$ cat config.mk
export PLATFORM = sky130hd
export DESIGN_NAME = change_dispenser_flat
export DESIGN_NICKNAME = d
export VERILOG_FILES = /design/src/rtl/vend_pkg.sv /design/src/rtl/change_dispenser_if.sv /design/src/rtl/coin_select.sv /design/src/rtl/change_dispenser.sv /design/src/flat_wrapper.sv
export SDC_FILE = /design/constraint.sdc
export NUM_CORES = 1
export LEC_CHECK = 0
export ABC_AREA = 1
export CORE_MARGIN = 2
export CORE_UTILIZATION = 50
export CTS_BUF_LIST = sky130_fd_sc_hd__clkbuf_16
export CTS_CLUSTER_DIAMETER = 100
export DETAILED_ROUTE_END_ITERATION = 16
export DONT_BUFFER_PORTS = 1
export HOLD_SLACK_MARGIN = 0.03
export PLACE_DENSITY = 0.65
export SYNTH_ARGS = -nofsm -noshare
export SYNTH_HDL_FRONTEND = slang
export SYNTH_SLANG_ARGS = --single-unit
$ cat constraint.sdc
create_clock -name clk -period 5.2 [get_ports clk]
set_input_delay 1.04 -clock clk [delete_from_list [all_inputs] [get_ports clk]]
set_output_delay 1.04 -clock clk [all_outputs]
set_load 0.01 [all_outputs]
$ cat src/rtl/vend_pkg.sv
// vend_pkg: types, widths and coin values shared across the vending datapath
//   CREDIT_W      width of credit/price/change values
//   coin_e        coin selector (none, 1, 5 or 10 yuan)
//   disp_state_e  change dispenser FSM states
//   coin_val()    yuan value of a coin selector
package vend_pkg;
  localparam int CREDIT_W = 5;
  typedef enum logic [1:0] {COIN_NONE, COIN_1, COIN_5, COIN_10} coin_e;
  localparam logic [CREDIT_W-1:0] VAL_1 = CREDIT_W'(1);
  localparam logic [CREDIT_W-1:0] VAL_5 = CREDIT_W'(5);
  localparam logic [CREDIT_W-1:0] VAL_10 = CREDIT_W'(10);
  typedef enum logic [3:0] {
    S_IDLE, S_CHECK, S_REJECT, S_VEND, S_PAY, S_COIN, S_GAP, S_SHORT, S_DONE
  } disp_state_e;
  function automatic logic [CREDIT_W-1:0] coin_val(coin_e c);
    return c == COIN_10 ? VAL_10 : c == COIN_5 ? VAL_5 : c == COIN_1 ? VAL_1 : '0;
  endfunction
endpackage

$ cat src/rtl/change_dispenser_if.sv
// change_dispenser_if: request/response bundle between credit FSM and change dispenser
//   master (credit FSM): drives start, credit, price, refill
//   slave (dispenser):   drives vend, reject, chg1/5/10, short_chg, done, busy,
//                        change_owed, stock1/5/10
interface change_dispenser_if #(parameter int STOCK_W = 4);
  import vend_pkg::*;
  logic start;
  logic refill;
  logic [CREDIT_W-1:0] credit;
  logic [CREDIT_W-1:0] price;
  logic vend;
  logic reject;
  logic chg1;
  logic chg5;
  logic chg10;
  logic short_chg;
  logic done;
  logic busy;
  logic [CREDIT_W-1:0] change_owed;
  logic [STOCK_W-1:0] stock1;
  logic [STOCK_W-1:0] stock5;
  logic [STOCK_W-1:0] stock10;
  modport master (
    output start, refill, credit, price,
    input vend, reject, chg1, chg5, chg10, short_chg, done, busy, change_owed, stock1, stock5, stock10
  );
  modport slave (
    input start, refill, credit, price,
    output vend, reject, chg1, chg5, chg10, short_chg, done, busy, change_owed, stock1, stock5, stock10
  );
endinterface

$ cat src/rtl/coin_select.sv
// coin_select: greedy picker, largest coin not above remain that is still in stock
//   remain_i             change still owed
//   stock1/5/10_i        coins left per denomination
//   coin_o               chosen coin, COIN_NONE when no stocked coin fits
module coin_select
  import vend_pkg::*;
#(
  parameter int STOCK_W = 4
) (
  input  logic [CREDIT_W-1:0] remain_i,
  input  logic [STOCK_W-1:0]  stock1_i,
  input  logic [STOCK_W-1:0]  stock5_i,
  input  logic [STOCK_W-1:0]  stock10_i,
  output coin_e               coin_o
);
  assign coin_o = (remain_i >= VAL_10 && stock10_i != '0) ? COIN_10 :
                  (remain_i >= VAL_5 && stock5_i != '0) ? COIN_5 :
                  (remain_i >= VAL_1 && stock1_i != '0) ? COIN_1 : COIN_NONE;
endmodule

$ cat src/rtl/change_dispenser.sv
// change_dispenser: vends one item, then pays change as spaced single-coin ejector pulses
//   clk, reset    system clock, asynchronous active-high reset
//   bus (slave)   start/credit/price/refill in; vend/reject/coin/short/done pulses,
//                 busy, change_owed and per-denomination stock out
module change_dispenser
  import vend_pkg::*;
#(
  parameter int STOCK_W = 4,
  parameter int STOCK_INIT = 8,
  parameter int GAP_CYC = 2
) (
  input logic clk,
  input logic reset,
  change_dispenser_if.slave bus
);
  // gap counter runs GAP_CYC-1 down to 0, so GAP lasts exactly GAP_CYC cycles
  localparam int GW = GAP_CYC > 1 ? $clog2(GAP_CYC) : 1;
  localparam logic [STOCK_W-1:0] S_INIT = STOCK_W'(STOCK_INIT);
  localparam logic [GW-1:0] G_INIT = GW'(GAP_CYC - 1);
  disp_state_e state_q, state_d;
  coin_e coin_q, coin_d, pick;
  logic [CREDIT_W-1:0] credit_q, credit_d, price_q, price_d, remain_q, remain_d;
  logic [STOCK_W-1:0] s1_q, s1_d, s5_q, s5_d, s10_q, s10_d;
  logic [GW-1:0] gap_q, gap_d;
  coin_select #(.STOCK_W(STOCK_W)) u_sel (
    .remain_i(remain_q),
    .stock1_i(s1_q),
    .stock5_i(s5_q),
    .stock10_i(s10_q),
    .coin_o(pick)
  );
  always_comb begin
    state_d = state_q;
    coin_d = coin_q;
    credit_d = credit_q;
    price_d = price_q;
    remain_d = remain_q;
    s1_d = s1_q;
    s5_d = s5_q;
    s10_d = s10_q;
    gap_d = gap_q;
    case (state_q)
      S_IDLE: begin
        // start wins over a simultaneous refill, which is dropped
        if (bus.start) begin
          credit_d = bus.credit;
          price_d = bus.price;
          state_d = S_CHECK;
        end else if (bus.refill) begin
          s1_d = S_INIT;
          s5_d = S_INIT;
          s10_d = S_INIT;
        end
      end
      S_CHECK: begin
        if (credit_q < price_q) state_d = S_REJECT;
        else begin
          remain_d = credit_q - price_q;
          state_d = S_VEND;
        end
      end
      S_VEND: state_d = S_PAY;
      S_PAY: begin
        if (remain_q == '0) state_d = S_DONE;
        else if (pick == COIN_NONE) state_d = S_SHORT;
        else begin
          coin_d = pick;
          state_d = S_COIN;
        end
      end
      S_COIN: begin
        remain_d = remain_q - coin_val(coin_q);
        s1_d = coin_q == COIN_1 ? s1_q - 1'b1 : s1_q;
        s5_d = coin_q == COIN_5 ? s5_q - 1'b1 : s5_q;
        s10_d = coin_q == COIN_10 ? s10_q - 1'b1 : s10_q;
        gap_d = G_INIT;
        state_d = S_GAP;
      end
      S_GAP: begin
        if (gap_q == '0) state_d = S_PAY;
        else gap_d = gap_q - 1'b1;
      end
      S_SHORT: state_d = S_DONE;
      default: state_d = S_IDLE;
    endcase
  end
  always_ff @(posedge clk or posedge reset) begin
    if (reset) begin
      state_q <= S_IDLE;
      coin_q <= COIN_NONE;
      credit_q <= '0;
      price_q <= '0;
      remain_q <= '0;
      s1_q <= S_INIT;
      s5_q <= S_INIT;
      s10_q <= S_INIT;
      gap_q <= '0;
    end else begin
      state_q <= state_d;
      coin_q <= coin_d;
      credit_q <= credit_d;
      price_q <= price_d;
      remain_q <= remain_d;
      s1_q <= s1_d;
      s5_q <= s5_d;
      s10_q <= s10_d;
      gap_q <= gap_d;
    end
  end
  assign bus.vend = state_q == S_VEND;
  assign bus.reject = state_q == S_REJECT;
  assign bus.chg1 = state_q == S_COIN && coin_q == COIN_1;
  assign bus.chg5 = state_q == S_COIN && coin_q == COIN_5;
  assign bus.chg10 = state_q == S_COIN && coin_q == COIN_10;
  assign bus.short_chg = state_q == S_SHORT;
  assign bus.done = state_q == S_DONE;
  assign bus.busy = state_q != S_IDLE;
  assign bus.change_owed = remain_q;
  assign bus.stock1 = s1_q;
  assign bus.stock5 = s5_q;
  assign bus.stock10 = s10_q;
endmodule

$ cat src/flat_wrapper.sv
// flat-port wrapper written by rule: the top's interface ports become plain ports
module change_dispenser_flat import vend_pkg::*;
#(
  parameter int STOCK_W = 4,
  parameter int STOCK_INIT = 8,
  parameter int GAP_CYC = 2
)
  (clk, reset, bus_start, bus_refill, bus_credit, bus_price, bus_vend, bus_reject, bus_chg1, bus_chg5, bus_chg10, bus_short_chg, bus_done, bus_busy, bus_change_owed, bus_stock1, bus_stock5, bus_stock10);
  change_dispenser_if #(.STOCK_W(STOCK_W)) bus_i ();
  input logic clk;
  input logic reset;
  input wire logic [$bits(bus_i.start)-1:0] bus_start;
  input wire logic [$bits(bus_i.refill)-1:0] bus_refill;
  input wire logic [$bits(bus_i.credit)-1:0] bus_credit;
  input wire logic [$bits(bus_i.price)-1:0] bus_price;
  output wire logic [$bits(bus_i.vend)-1:0] bus_vend;
  output wire logic [$bits(bus_i.reject)-1:0] bus_reject;
  output wire logic [$bits(bus_i.chg1)-1:0] bus_chg1;
  output wire logic [$bits(bus_i.chg5)-1:0] bus_chg5;
  output wire logic [$bits(bus_i.chg10)-1:0] bus_chg10;
  output wire logic [$bits(bus_i.short_chg)-1:0] bus_short_chg;
  output wire logic [$bits(bus_i.done)-1:0] bus_done;
  output wire logic [$bits(bus_i.busy)-1:0] bus_busy;
  output wire logic [$bits(bus_i.change_owed)-1:0] bus_change_owed;
  output wire logic [$bits(bus_i.stock1)-1:0] bus_stock1;
  output wire logic [$bits(bus_i.stock5)-1:0] bus_stock5;
  output wire logic [$bits(bus_i.stock10)-1:0] bus_stock10;
  assign bus_i.start = bus_start;
  assign bus_i.refill = bus_refill;
  assign bus_i.credit = bus_credit;
  assign bus_i.price = bus_price;
  assign bus_vend = bus_i.vend;
  assign bus_reject = bus_i.reject;
  assign bus_chg1 = bus_i.chg1;
  assign bus_chg5 = bus_i.chg5;
  assign bus_chg10 = bus_i.chg10;
  assign bus_short_chg = bus_i.short_chg;
  assign bus_done = bus_i.done;
  assign bus_busy = bus_i.busy;
  assign bus_change_owed = bus_i.change_owed;
  assign bus_stock1 = bus_i.stock1;
  assign bus_stock5 = bus_i.stock5;
  assign bus_stock10 = bus_i.stock10;
  change_dispenser #(.STOCK_W(STOCK_W), .STOCK_INIT(STOCK_INIT), .GAP_CYC(GAP_CYC)) u_core (.clk(clk), .reset(reset), .bus(bus_i));
endmodule
==> flow_summary.yaml, run 1 <==
# synthesis and place-and-route metrics
outcome:
  status: "completed"
die:
  fp.dieW_um: 71.2
  coreArea_mm2: 0.00435
  die_y_um: 71.2
  ioPinCount: 39
global_routing:
  antenna_found_initial: 0
  grt_max_degree: 35
  grt_pass1_vias: 1651
  grt_usage_pct: 19.1
  met2_usage_pct: 29.3
finish:
  n_all_inverters: 46
  buf_share_pct: 0.307
  design_area_mm2: 0.00245
  fin_nets: 319
  ff_latch_area_um2: 855
  ff_count: 34
  seq-cell-share_pct: 34.9
  logic_area_mm2: 0.00121
drt:
  ant_nets: 0
  vias: 1703
  top_layer_used: "met4"
  wire_per_inst_um: 12.7
  vias_per_cell: 5.05
setup_path:
  crit_fanout: 26
  r2r_cells: 12
  rrSetupSlack_ns: 3.16
  worstSetupPathType: "flop to primary output"
place:
  place_congestion: 0.827
  placed_cell_area_mm2: 0.00231
pwr:
  clockPowerShare_pct: 15.1
  combinationalPowerShare_pct: 55.7
  seqPwrFrac_pct: 29.1
  power_density_mw_per_mm2: 747
yosys:
  ys_cells: 279
  yosysWarnings: 0
  syn_area_per_cell_um2: 8.09
  yosys.area_share.simple_pct: 26.4
  synth_area_mm2: 0.00226
  ys.flops: 34
  synth-main-ff-cell: "dfrtp_1"
  topCombFamilyByArea: "simple AND/OR/NAND/NOR gates"
  synth-xor-area-share_pct: 3.11
  async_flop_share_pct: 100
clock_tree:
  clk_latency_ns: 0.27
  cts-htree-levels: 2
  cts_hold_buf: 0
  cts_tree: "yes"
worst_hold_path:
  hp-class: "flop to flop"
timing:
  fmax_mhz: 417
  fin_crit_ns: 2.40
**Run 1: PDN straps and rails**

Pins as bars on the die edge. Tap cells in grey.
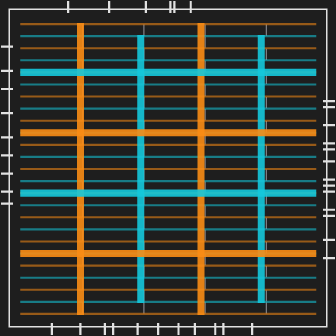
legend:
  VSS:
    colour: orange
  VDD:
    colour: cyan
tap cells: 52
signal pins: 39

**Run 1: cells coloured by class**

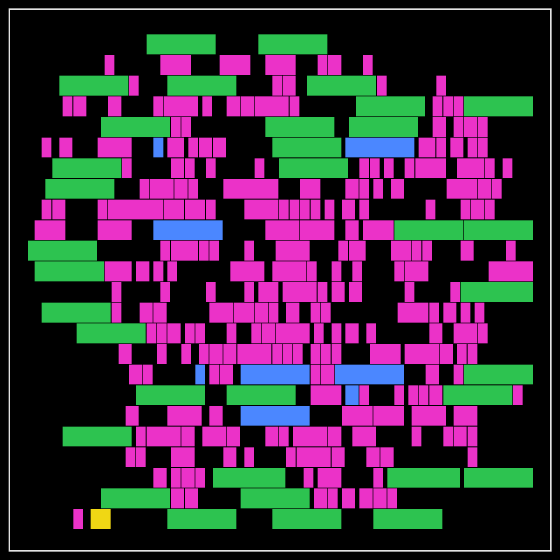
legend:
  other buffers and delay cells:
    colour: yellow
    cells: 1
  flip-flops:
    colour: green
    cells: 34
  clock drivers and dummy loads:
    colour: blue
    cells: 8
  all other logic:
    colour: magenta
    cells: 242

**Run 1: clock distribution**

Bar = 20 um.
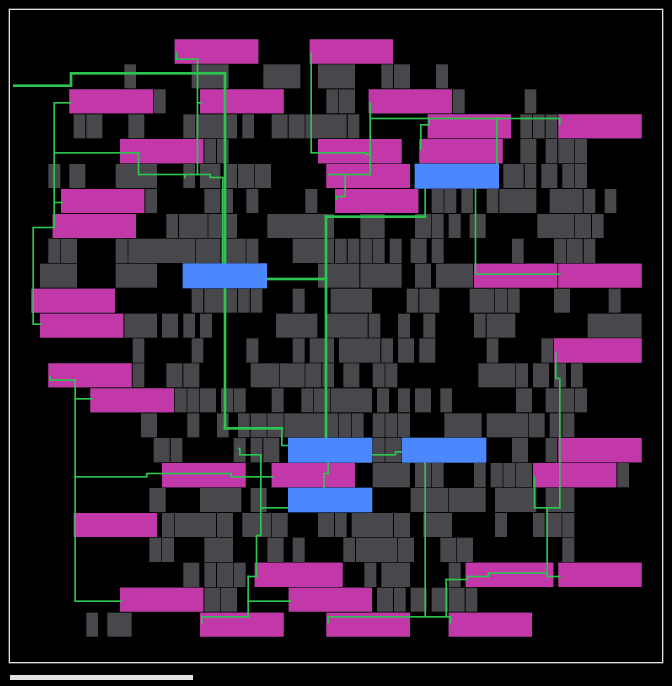
legend:
  clock wires:
    colour: green
    length: 498 um
  cells driving clock nets:
    colour: blue
    count: 5
  flip-flops:
    colour: magenta
    count: 34
flops lie: all over the die

**Run 1: track usage over the die**

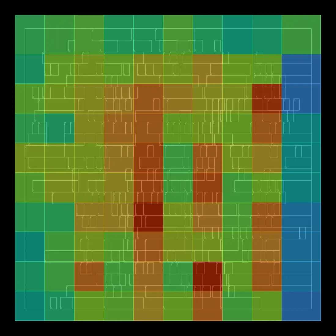

==> run 2: changes to the inputs <==
--- a/config.mk
+++ b/config.mk
@@ -13,7 +13,7 @@
 export DETAILED_ROUTE_END_ITERATION = 16
 export DONT_BUFFER_PORTS = 1
 export HOLD_SLACK_MARGIN = 0.03
-export PLACE_DENSITY = 0.65
+export PLACE_DENSITY = 0.68
 export SYNTH_ARGS = -nofsm -noshare
 export SYNTH_HDL_FRONTEND = slang
 export SYNTH_SLANG_ARGS = --single-unit
==> constraint.sdc (replaced) <==
create_clock -name clk -period 1.95 [get_ports clk]
set_input_delay 0.39 -clock clk [delete_from_list [all_inputs] [get_ports clk]]
set_output_delay 0.39 -clock clk [all_outputs]
set_load 0.01 [all_outputs]
**Run 2: track usage over the die**

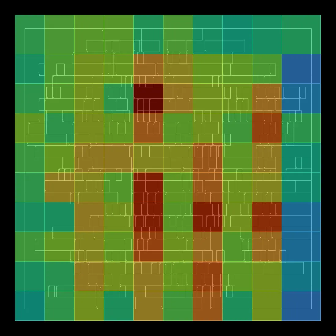
GR Util met1: 24.5%
met3 Usage GRT: 6.13%

**Run 2: metal layers overlaid**

Bar = 20 um.
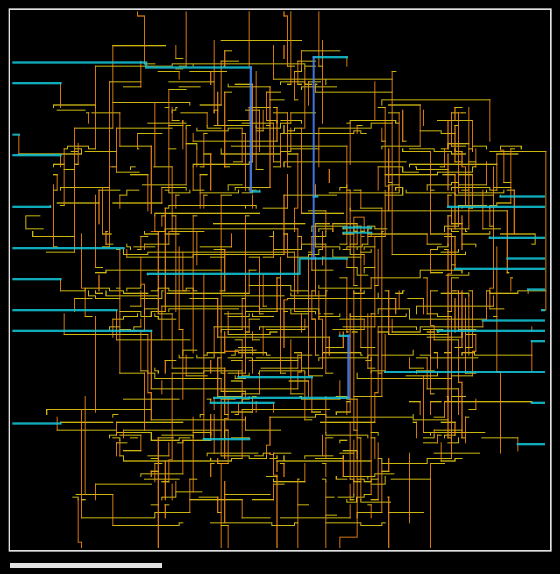
legend:
  met3:
    colour: cyan
    wire_length: 287 um
  met1:
    colour: yellow
    wire_length: 2,090 um
  met4:
    colour: blue
    wire_length: 51.0 um
  met2:
    colour: orange
    wire_length: 2,030 um

**Run 2: cells coloured by class**

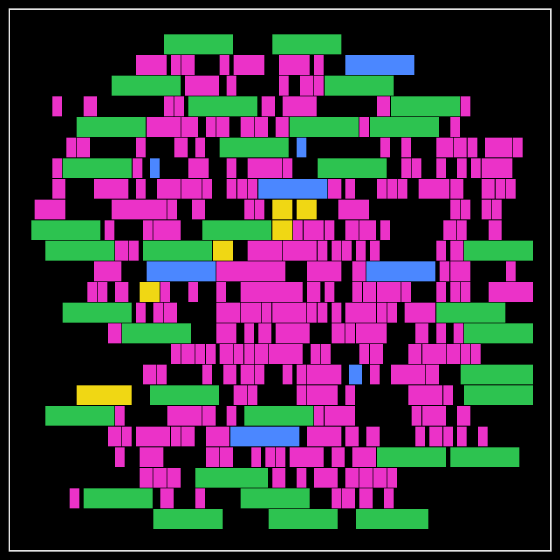
legend:
  all other logic:
    colour: magenta
    cells: 242
  other buffers and delay cells:
    colour: yellow
    cells: 6
  flip-flops:
    colour: green
    cells: 34
  clock drivers and dummy loads:
    colour: blue
    cells: 8

==> flow_summary.yaml, run 2 <==
# synthesis and place-and-route metrics
clock_tree:
  cts_tree: "yes"
  cts_made_buffers: 5
  clk_latency_ns: 0.28
  cts_hold_buf: 0
  cts-htree-levels: 2
finish:
  ff_latch_area_um2: 855
  n_clock_buffer: 5
  design_area_mm2: 0.00251
  fin_nets: 324
  n_all_inverters: 46
  logic_area_mm2: 0.00122
  seq-cell-share_pct: 34.0
  ff_count: 34
drt:
  wire_per_inst_um: 13.0
  vias_per_cell: 5.19
  vias: 1776
  dr_wl_met2_mm: 2.03
  top_layer_used: "met4"
  first_pass_iters: 4
  ant_nets: 0
setup_path:
  path_buffers: 2
  r2r_cells: 12
  worstSetupPathType: "flop to flop"
  rrSetupSlack_ns: 0.04
  crit_fanout: 2
  critPathLaunchType: "flop"
die:
  die_y_um: 71.2
  initCoreUtil_pct: 51.8
  fp.dieW_um: 71.2
  ioPinCount: 39
  coreArea_mm2: 0.00435
timing:
  fmax_mhz: 522
  fin_crit_ns: 1.91
  setup_slack_ns: 0.0361
  maxSlewViolCount: 0
global_routing:
  grt_pass1_vias: 1599
  grt_max_degree: 27
  grt_overflow: 0
  grt_usage_pct: 18.6
  met2_usage_pct: 28.7
  antenna_found_initial: 0
yosys:
  ys_cells: 279
  yosys.area_share.simple_pct: 26.4
  yosysWarnings: 0
  yosys.area_share.adder_pct: 12.3
  top_cells_by_count: "nand2_1 (52), inv_1 (41), dfrtp_1 (31)"
  synth-xor-area-share_pct: 3.11
  synth_area_mm2: 0.00226
  synth-main-ff-cell: "dfrtp_1"
  ys.flops: 34
  syn_area_per_cell_um2: 8.09
  top_cell: "nand2_1"
  topCombFamilyByArea: "simple AND/OR/NAND/NOR gates"
  async_flop_share_pct: 100
pwr:
  power_density_mw_per_mm2: 2010
  combinationalPowerShare_pct: 57.8
  clockPowerShare_pct: 14.9
  seqPwrFrac_pct: 27.3
  p_seq_uw: 1380
place:
  placed_cell_area_mm2: 0.00236
  place_congestion: 0.889
outcome:
  status: "completed"
worst_hold_path:
  hp-class: "primary input to async pin"
==> run 3: changes to the inputs <==
--- a/config.mk
+++ b/config.mk
@@ -14,6 +14,8 @@
 export DONT_BUFFER_PORTS = 1
 export HOLD_SLACK_MARGIN = 0.03
 export PLACE_DENSITY = 0.68
+export SETUP_SLACK_MARGIN = 0.02
+export SLEW_MARGIN = 10
 export SYNTH_ARGS = -nofsm -noshare
 export SYNTH_HDL_FRONTEND = slang
 export SYNTH_SLANG_ARGS = --single-unit
**Run 3: metal layers overlaid**

Bar = 20 um.
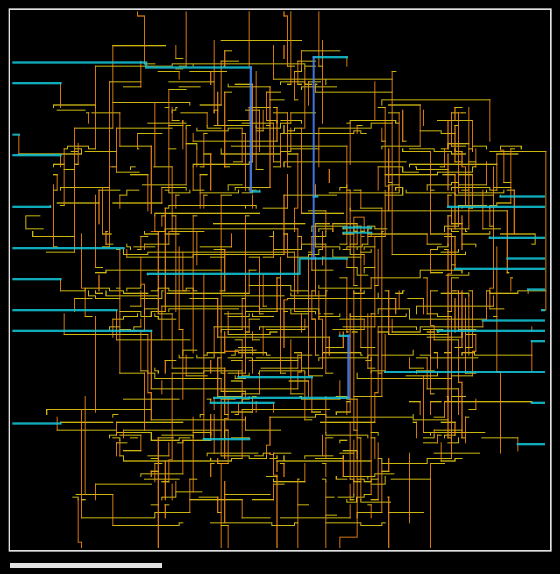
legend:
  met1:
    colour: yellow
    wire_length: 2,090 um
  met3:
    colour: cyan
    wire_length: 287 um
  met2:
    colour: orange
    wire_length: 2,030 um
  met4:
    colour: blue
    wire_length: 51.0 um

**Run 3: cells coloured by class**

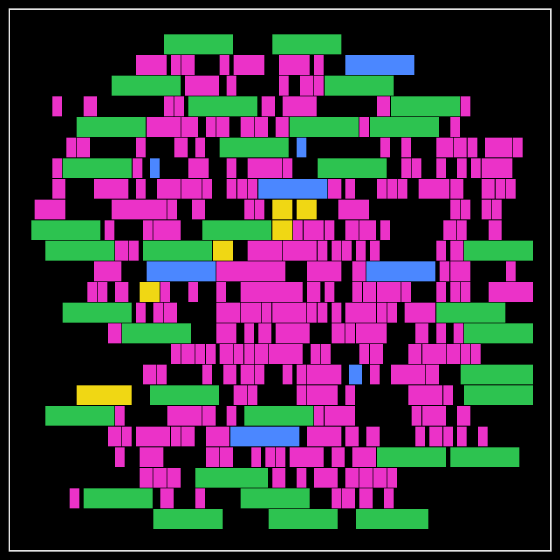
legend:
  clock drivers and dummy loads:
    colour: blue
    cells: 8
  other buffers and delay cells:
    colour: yellow
    cells: 6
  all other logic:
    colour: magenta
    cells: 242
  flip-flops:
    colour: green
    cells: 34

==> flow_summary.yaml, run 3 <==
# synthesis and place-and-route metrics
global_routing:
  grt_usage_pct: 18.6
  antenna_found_initial: 0
  use_met3_pct: 6.13
  grt_pass1_vias: 1599
yosys:
  yosys.area_share.simple_pct: 26.4
  top_cell: "nand2_1"
  syn_area_per_cell_um2: 8.09
  synth_area_mm2: 0.00226
  top_cells_by_count: "nand2_1 (52), inv_1 (41), dfrtp_1 (31)"
  topCombFamilyByArea: "simple AND/OR/NAND/NOR gates"
  yosysWarnings: 0
  yosys.area_share.adder_pct: 12.3
  async_flop_share_pct: 100
  synth-xor-area-share_pct: 3.11
  ys_cells: 279
pwr:
  p_seq_uw: 1380
  combinationalPowerShare_pct: 57.8
  power_density_mw_per_mm2: 2010
setup_path:
  worstSetupPathType: "flop to flop"
  r2r_cells: 12
  path_buffers: 2
  critPathLaunchType: "flop"
  rrSetupSlack_ns: 0.04
worst_hold_path:
  hp-class: "primary input to async pin"
drt:
  dr_wl_met2_mm: 2.03
  vias: 1776
  wire_per_inst_um: 13.0
  first_pass_iters: 4
timing:
  setup_slack_ns: 0.0361
  fmax_mhz: 522
  maxSlewViolCount: 0
place:
  placed_cell_area_mm2: 0.00236
  place_congestion: 0.889
die:
  ioPinCount: 39
  coreArea_mm2: 0.00435
  die_y_um: 71.2
  fp.dieW_um: 71.2
finish:
  ff_count: 34
  logic_area_mm2: 0.00122
  fin_nets: 324
  n_clock_buffer: 5
  ff_latch_area_um2: 855
  n_all_inverters: 46
clock_tree:
  cts-htree-levels: 2
  cts_hold_buf: 0
  cts_tree: "yes"
outcome:
  status: "completed"
**Run 3: PDN straps and rails**

Pins as bars on the die edge. Tap cells in grey.
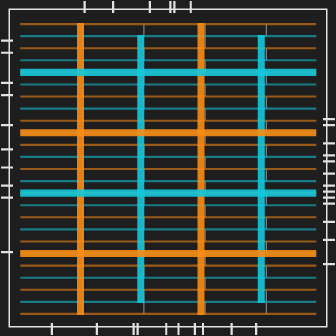
legend:
  VSS:
    colour: orange
  VDD:
    colour: cyan
met1 rails: 25
met5 straps: 4
rows: 24
met4 straps: 4
tap cells: 52

Power and IR drop assume default switching activity.
